--- src/rtl/period_meas_pkg.sv ---
// Shared types and helpers for the period measurement stage.
package period_meas_pkg;

  typedef enum logic [0:0] {
    IDLE  = 1'b0,
    ARMED = 1'b1
  } state_e;

  // Saturation value (all ones) of a w-bit counter.
  function automatic logic [63:0] sat_max(input int unsigned w);
    if (w >= 64) begin
      sat_max = '1;
    end else begin
      sat_max = (64'(1) << w) - 64'(1);
    end
  endfunction

endpackage

--- src/rtl/sat_counter.sv ---
// Saturating up-counter with synchronous clear (to 0) and reload (to 1).
module sat_counter #(
  parameter int unsigned WIDTH = 16
) (
  input  logic             clk,
  input  logic             rst,
  input  logic             clr_load,
  input  logic             clear,
  input  logic             en,
  output logic [WIDTH-1:0] count,
  output logic             at_max
);
  import period_meas_pkg::*;

  localparam logic [WIDTH-1:0] MAX_CNT = WIDTH'(sat_max(WIDTH));

  logic [WIDTH-1:0] inc_c;

  // Next value on an increment.
  always_comb begin
    inc_c = count + WIDTH'(1);
  end

  // Counter register; at_max is tracked alongside so it is registered too.
  always_ff @(posedge clk) begin
    if (rst || clear) begin
      count  <= '0;
      at_max <= 1'b0;
    end else if (clr_load) begin
      count  <= WIDTH'(1);
      at_max <= 1'b0;
    end else if (en && !at_max) begin
      count  <= inc_c;
      at_max <= (inc_c == MAX_CNT);
    end
  end

endmodule

--- src/rtl/period_meas.sv ---
// Measures clock cycles between accepted edge pulses and presents each
// interval on a single-entry valid/ready output register.
module period_meas #(
  parameter int unsigned WIDTH      = 16,
  parameter int unsigned MIN_PERIOD = 1
) (
  input  logic             clk,
  input  logic             rst,
  input  logic             en,
  input  logic             evt,
  output logic [WIDTH-1:0] period_o,
  output logic             ovf_o,
  output logic             valid_o,
  input  logic             ready_i,
  output logic             drop_o
);
  import period_meas_pkg::*;

  localparam logic [0:0]       ST_IDLE  = 1'(IDLE);
  localparam logic [0:0]       ST_ARMED = 1'(ARMED);
  localparam logic [WIDTH-1:0] MIN_CNT  = WIDTH'(MIN_PERIOD);

  logic [0:0]       state_q;
  logic [0:0]       state_d;
  logic             cnt_clear;
  logic             cnt_load;
  logic             cnt_inc;
  logic             capture_c;
  logic [WIDTH-1:0] cnt;
  logic             cnt_at_max;

  sat_counter #(
    .WIDTH(WIDTH)
  ) u_cnt (
    .clk      (clk),
    .rst      (rst),
    .clr_load (cnt_load),
    .clear    (cnt_clear),
    .en       (cnt_inc),
    .count    (cnt),
    .at_max   (cnt_at_max)
  );

  // State register.
  always_ff @(posedge clk) begin
    if (rst) begin
      state_q <= ST_IDLE;
    end else begin
      state_q <= state_d;
    end
  end

  // Next state, counter control and edge acceptance (glitch filter).
  always_comb begin
    state_d   = state_q;
    cnt_clear = 1'b0;
    cnt_load  = 1'b0;
    cnt_inc   = 1'b0;
    capture_c = 1'b0;
    if (!en) begin
      state_d   = ST_IDLE;
      cnt_clear = 1'b1;
    end else begin
      case (state_q)
        ST_IDLE: begin
          if (evt) begin
            state_d  = ST_ARMED;
            cnt_load = 1'b1;
          end else begin
            cnt_clear = 1'b1;
          end
        end
        ST_ARMED: begin
          if (evt && (cnt >= MIN_CNT)) begin
            capture_c = 1'b1;
            cnt_load  = 1'b1;
          end else begin
            cnt_inc = 1'b1;
          end
        end
        default: begin
          state_d   = ST_IDLE;
          cnt_clear = 1'b1;
        end
      endcase
    end
  end

  // Single-entry result register with sticky loss flag.
  always_ff @(posedge clk) begin
    if (rst) begin
      period_o <= '0;
      ovf_o    <= 1'b0;
      valid_o  <= 1'b0;
      drop_o   <= 1'b0;
    end else if (capture_c) begin
      if (!valid_o || ready_i) begin
        period_o <= cnt;
        ovf_o    <= cnt_at_max;
        valid_o  <= 1'b1;
      end else begin
        drop_o <= 1'b1;
      end
    end else if (valid_o && ready_i) begin
      valid_o <= 1'b0;
    end
  end

endmodule
--- config.mk ---
export PLATFORM = sky130hd
export DESIGN_NAME = period_meas
export DESIGN_NICKNAME = d
export VERILOG_FILES = /design/src/rtl/period_meas_pkg.sv /design/src/rtl/sat_counter.sv /design/src/rtl/period_meas.sv
export SDC_FILE = /design/constraint.sdc
export NUM_CORES = 1
export LEC_CHECK = 0
export CAP_MARGIN = 20
export CORE_ASPECT_RATIO = 1.75
export CORE_MARGIN = 5
export CORE_UTILIZATION = 43
export CTS_CLUSTER_DIAMETER = 60
export CTS_CLUSTER_SIZE = 40
export DETAILED_ROUTE_END_ITERATION = 7
export SETUP_SLACK_MARGIN = 0.05
export SYNTH_ARGS = -nofsm -noshare
export SYNTH_HDL_FRONTEND = slang
export SYNTH_SLANG_ARGS = --single-unit
--- constraint.sdc ---
create_clock -name clk -period 2.2 [get_ports clk]
set_input_delay 0.44 -clock clk [delete_from_list [all_inputs] [get_ports clk]]
set_output_delay 0.44 -clock clk [all_outputs]
set_load 0.05 [all_outputs]
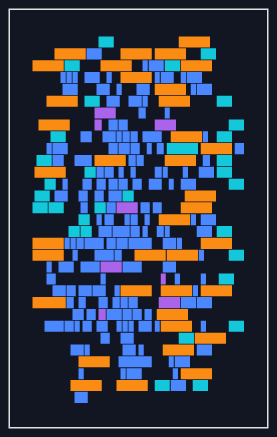
Figure 1: placed cells, one color a class.
orange -> flip-flops  # cells 37, share of their area 35%
purple -> clock drivers and dummy loads  # cells 8, share of their area 3.9%
blue -> all other logic  # cells 153, share of their area 47%
cyan -> other buffers and delay cells  # cells 31, share of their area 14%

==> summary.txt <==
Observations from the implementation run.

Yosys:
- The run gives the main logic family after synthesis as simple AND/OR/NAND/NOR gates.
- The run gives the adder-cell area share of the yosys netlist as 0.0277.
- The run puts the simple logic cell fraction of the synthesized area at 0.287.
- The run puts the net count of the mapped netlist at 210.
- The run puts the share of cell area taken by muxes after synthesis at 0.0942.
- The cell area that synthesis handed to floorplanning was 1810 um^2.
- The run gives the cell total in the yosys stat output as 201.
- The run gives the complex-gate fraction of the synthesized area as 0.0602.
- The run gives the XOR/XNOR share of the synthesized area as 0.0727.
- The run puts the count of unique library cells instantiated by Yosys at 42.
- The run gives the number of synthesized register bits as 37.
- The run gives the average size of a mapped cell as 8.99 um^2.
- Yosys printed 0 warnings.
- The run gives the part of the Yosys area used for sequential elements as 0.410.
- The run puts the instance tally after logic synthesis at 201.

Clock tree:
- In this run, CTS created clock tree buffers numbering 5.
- The run puts the H-tree level count at 2.
- The run gives the clock tree from TritonCTS as done.
- The run gives the latest clock arrival within the worst-skew pair as 0.28 ns.
- The run gives the clock tree root driver cell as sky130_fd_sc_hd__clkbuf_8.
- Per the CTS log, the buffer count on the longest clock path is 2.
- The run gives the register clock-pin slew on the reported worst setup and hold paths as 0.07 ns.
- Looking at the post-CTS report, the setup buffer insertion count equals 0.
- The run gives the number of sinks handled by clock tree synthesis as 37.

STA:
- Setup repair after global routing left no endpoint under its margin.
- The run puts the fmax at 0.502 GHz.
- The run gives the actual slew at the worst max-slew pin as 0.512 ns.
- The run gives the final hold violation count as 0.
- The run puts the final setup slack of the worst path at 0.207 ns.
- Of the available clock period, the critical path in the final layout requires 0.906.
- The run puts the setup total negative slack at 0 ns.
- The run gives the post-route clock skew as 0.00357 ns.
- The run gives the setup violation total in the final timing report as 0.
- The run puts the count of pins over their slew limit at 0.
- The run gives the clock period minus final worst setup slack as 1.99 ns.
- The run puts the headroom to the max-slew limit at 0.658.

Power and ir drop:
- In this run the static leakage power is 0.000881 uW.
- The run puts the total design power at 1170 uW.
- For this design the ratio of total power to cell area is 534 nW/um^2.
- In this run the VDD rail shows a maximum IR drop of 0.000348 V.

Floorplanning:
- The run gives the number of top-level pins as 24.
- The run gives the width of the chip as 59 um.
- The floorplan step records an initial core utilization of 0.439.
- The run puts the number of placement rows at 31.
- The run gives the total die size as 5650 um^2.
- According to the floorplan report, the die height is 95.8 um.

Critical path:
- The worst setup path is of the reg -> reg kind.
- The run puts the data required time at the worst endpoint at 2.42 ns.
- Measured in cells, the most critical reg-to-reg path has a length of 5.
- The worst setup path is captured at a flop.
- The worst setup path is launched from a flop.
- The run puts the arrival time at the worst endpoint at 2.21 ns.
- The run puts the highest net fanout along the worst path at 9.

Route:
- The run puts the number of optimization iterations in the first detailed-route pass at 4.
- Per the post-route antenna check, the number of violating nets is 0.
- The run gives the count of routing violations after the opening detailed-route iteration as 54.
- The routed design shows a wire length per standard cell of 15.6 um.
- The run puts the detailed-route vias per instance at 5.51.
- The run puts the number of remaining DRC errors at 0.

Placement:
- In this run, placement finished with an instance count of 270.
- The run gives the final weighted congestion of routability-driven global placement as 0.953.
- After legalization and detailed placement, the total HPWL measured 3300 um.
- STA on the placed design reports a worst setup slack of 0.102 ns.
- The run puts the number of I/O port buffers at 23.

Min path:
- According to the hold report, the worst path is of the reg -> reg type.
- The run puts the cell depth of the worst min-delay path at 2.

Cells and area:
- The finished layout reports a core utilization of 0.534.
- The run puts the count of inserted antenna diode cells at 0.
- In this run the layout overhead on the synthesized area is reported as 21.6%.
- The run gives the ratio of cells with drive above 1 in the final layout as 0.105.
- The run gives the number of nets in the finished design as 237.
- The run gives the final cell count without fillers as 278.
- The filler cells instantiated in the layout total 432.
- The library cell used most frequently in the layout, excluding fill and tap cells, is sky130_fd_sc_hd__nor2_1.
- By instance count after routing, the leading logic cell types are sky130_fd_sc_hd__nor2_1, sky130_fd_sc_hd__dfxtp_1, sky130_fd_sc_hd__clkdlybuf4s50_1, sky130_fd_sc_hd__mux2i_1, sky130_fd_sc_hd__nand4_1.

Status:
- The run finished with clean final reports.

GRT:
- Entering global routing, the biggest net connects 21 pins.
- The global routing report lists combined usage of all routing layers as 0.166.
- The run gives the number of antenna violations at the first check in global routing as 0.
- The global route stage reports its total congestion overflow as 0.
- The run gives the wire length of the first global-routing pass as 7120 um.
- The run puts the number of global-route vias before repair at 1530.

Run:
- The run gives the number of maximum-capacitance constraint violations as 0.
- The run puts the number of warnings in the stage logs at 29.
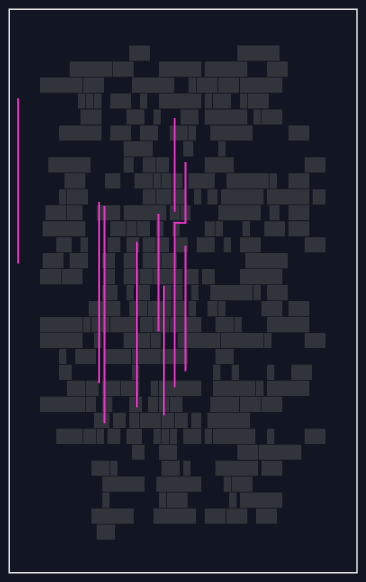
Figure 2: metal 4.
nets with wire on the layer = 9
wire length on this layer = 241 um
total via count after detailed routing: 1531
DRT Wirelength: 4330 um

registers in the layout, indices dropped and copies added, names as in the netlist:
name,cells
u_cnt.at_max,1
ovf_o,1
period_o,16
drop_o,1
u_cnt.count,16
valid_o,1
state_q,1
routing by layer:
| layer | vias up | wire [um] | share of wire | track usage |
|---|---|---|---|---|
| li1 | 753 | - | - | - |
| met1 | 705 | 1630 | 0.38 | 0.176 |
| met2 | 53 | 2240 | 0.52 | 0.283 |
| met3 | 20 | 224 | 0.052 | 0.0349 |
| met4 | 0 | 241 | 0.056 | 0.119 |
| met5 | - | 0 | 0 | 0 |
layout make-up:
cell class / instances / area [um^2] / area share
Clock buffer: 6 / 72.6 / 0.0330
Multi-Input combinational cell: 147 / 986 / 0.449
Tap cell: 49 / 61.3 / 0.0279
Inverter: 6 / 22.5 / 0.0103
Timing Repair Buffer: 31 / 303 / 0.138
Clock inverter: 2 / 10.0 / 0.00456
Sequential cell: 37 / 742 / 0.338
report_power, final:
group	leakage, uW	total [uW]	internal (uW)	switching [uW]
combinational	0.000537	48.2	22.2	26.1
sequential	0.000299	676	672	4.66
clock	0.0000450	449	219	230
total	0.000881	1170	913	261
what timing repair did:
item | 4_1_cts | 5_1_grt
setup endpoints to repair | 0 | 3
resized | 0 | 3
hold buffers | 0 | 0
worst max-delay path: stages, from the launching register on:
cell	delay, ns
sky130_fd_sc_hd__dfxtp_1	0.55
sky130_fd_sc_hd__nand4_1	0.32
sky130_fd_sc_hd__xnor2_1	0.23
sky130_fd_sc_hd__a31oi_1	0.16
sky130_fd_sc_hd__or4_1	0.54
sky130_fd_sc_hd__o21ai_1	0.12
Yosys cell counts, drive strengths merged:
cell type,number,area share
or4,1,0.0042
and4,1,0.0048
mux2i,17,0.094
nand2b,3,0.010
clkbuf,5,0.010
xnor2,5,0.024
and3b,2,0.0097
nor2b,2,0.0069
nand3,9,0.025
o21ba,1,0.0055
a41o,1,0.0055
o21a,1,0.0042
a211o,1,0.0048
nand4,11,0.038
dfxtp,37,0.41
inv,6,0.012
a21oi,5,0.014
a31oi,1,0.0035
a211oi,1,0.0042
nand2,8,0.021
or3,2,0.0069
ha,4,0.028
and3,4,0.014
and2,2,0.0069
xor2,10,0.048
o22ai,1,0.0035
o21ai,4,0.011
nor3,2,0.0055
nor4b,2,0.013
nor2,37,0.077
nand3b,1,0.0042
nor3b,1,0.0042
a21boi,1,0.0042
nor4,6,0.036
buf,6,0.025
stage by stage:
step	cell area, um^2	hold WS [ns]
after global placement	2110	0.474
after floorplan	1810	0.457
final	2200	0.495
after global routing	2200	0.525
after detailed placement	2110	0.485
after CTS	2190	0.503
path summary, 6_finish.rpt:
check / from / endpoint / slack (ns)
setup reg to reg: u_cnt.count[2]$_SDFFE_PP0P_ / u_cnt.at_max$_SDFFE_PP0P_ / 0.21
hold / removal: period_o[3]$_SDFFE_PP0P_ / period_o[3]$_SDFFE_PP0P_ / 0.49
setup / recovery: u_cnt.count[2]$_SDFFE_PP0P_ / u_cnt.at_max$_SDFFE_PP0P_ / 0.21
hold reg to reg: period_o[3]$_SDFFE_PP0P_ / period_o[3]$_SDFFE_PP0P_ / 0.49
Power figures rest on the tool's default switching activity, not on a simulated workload.
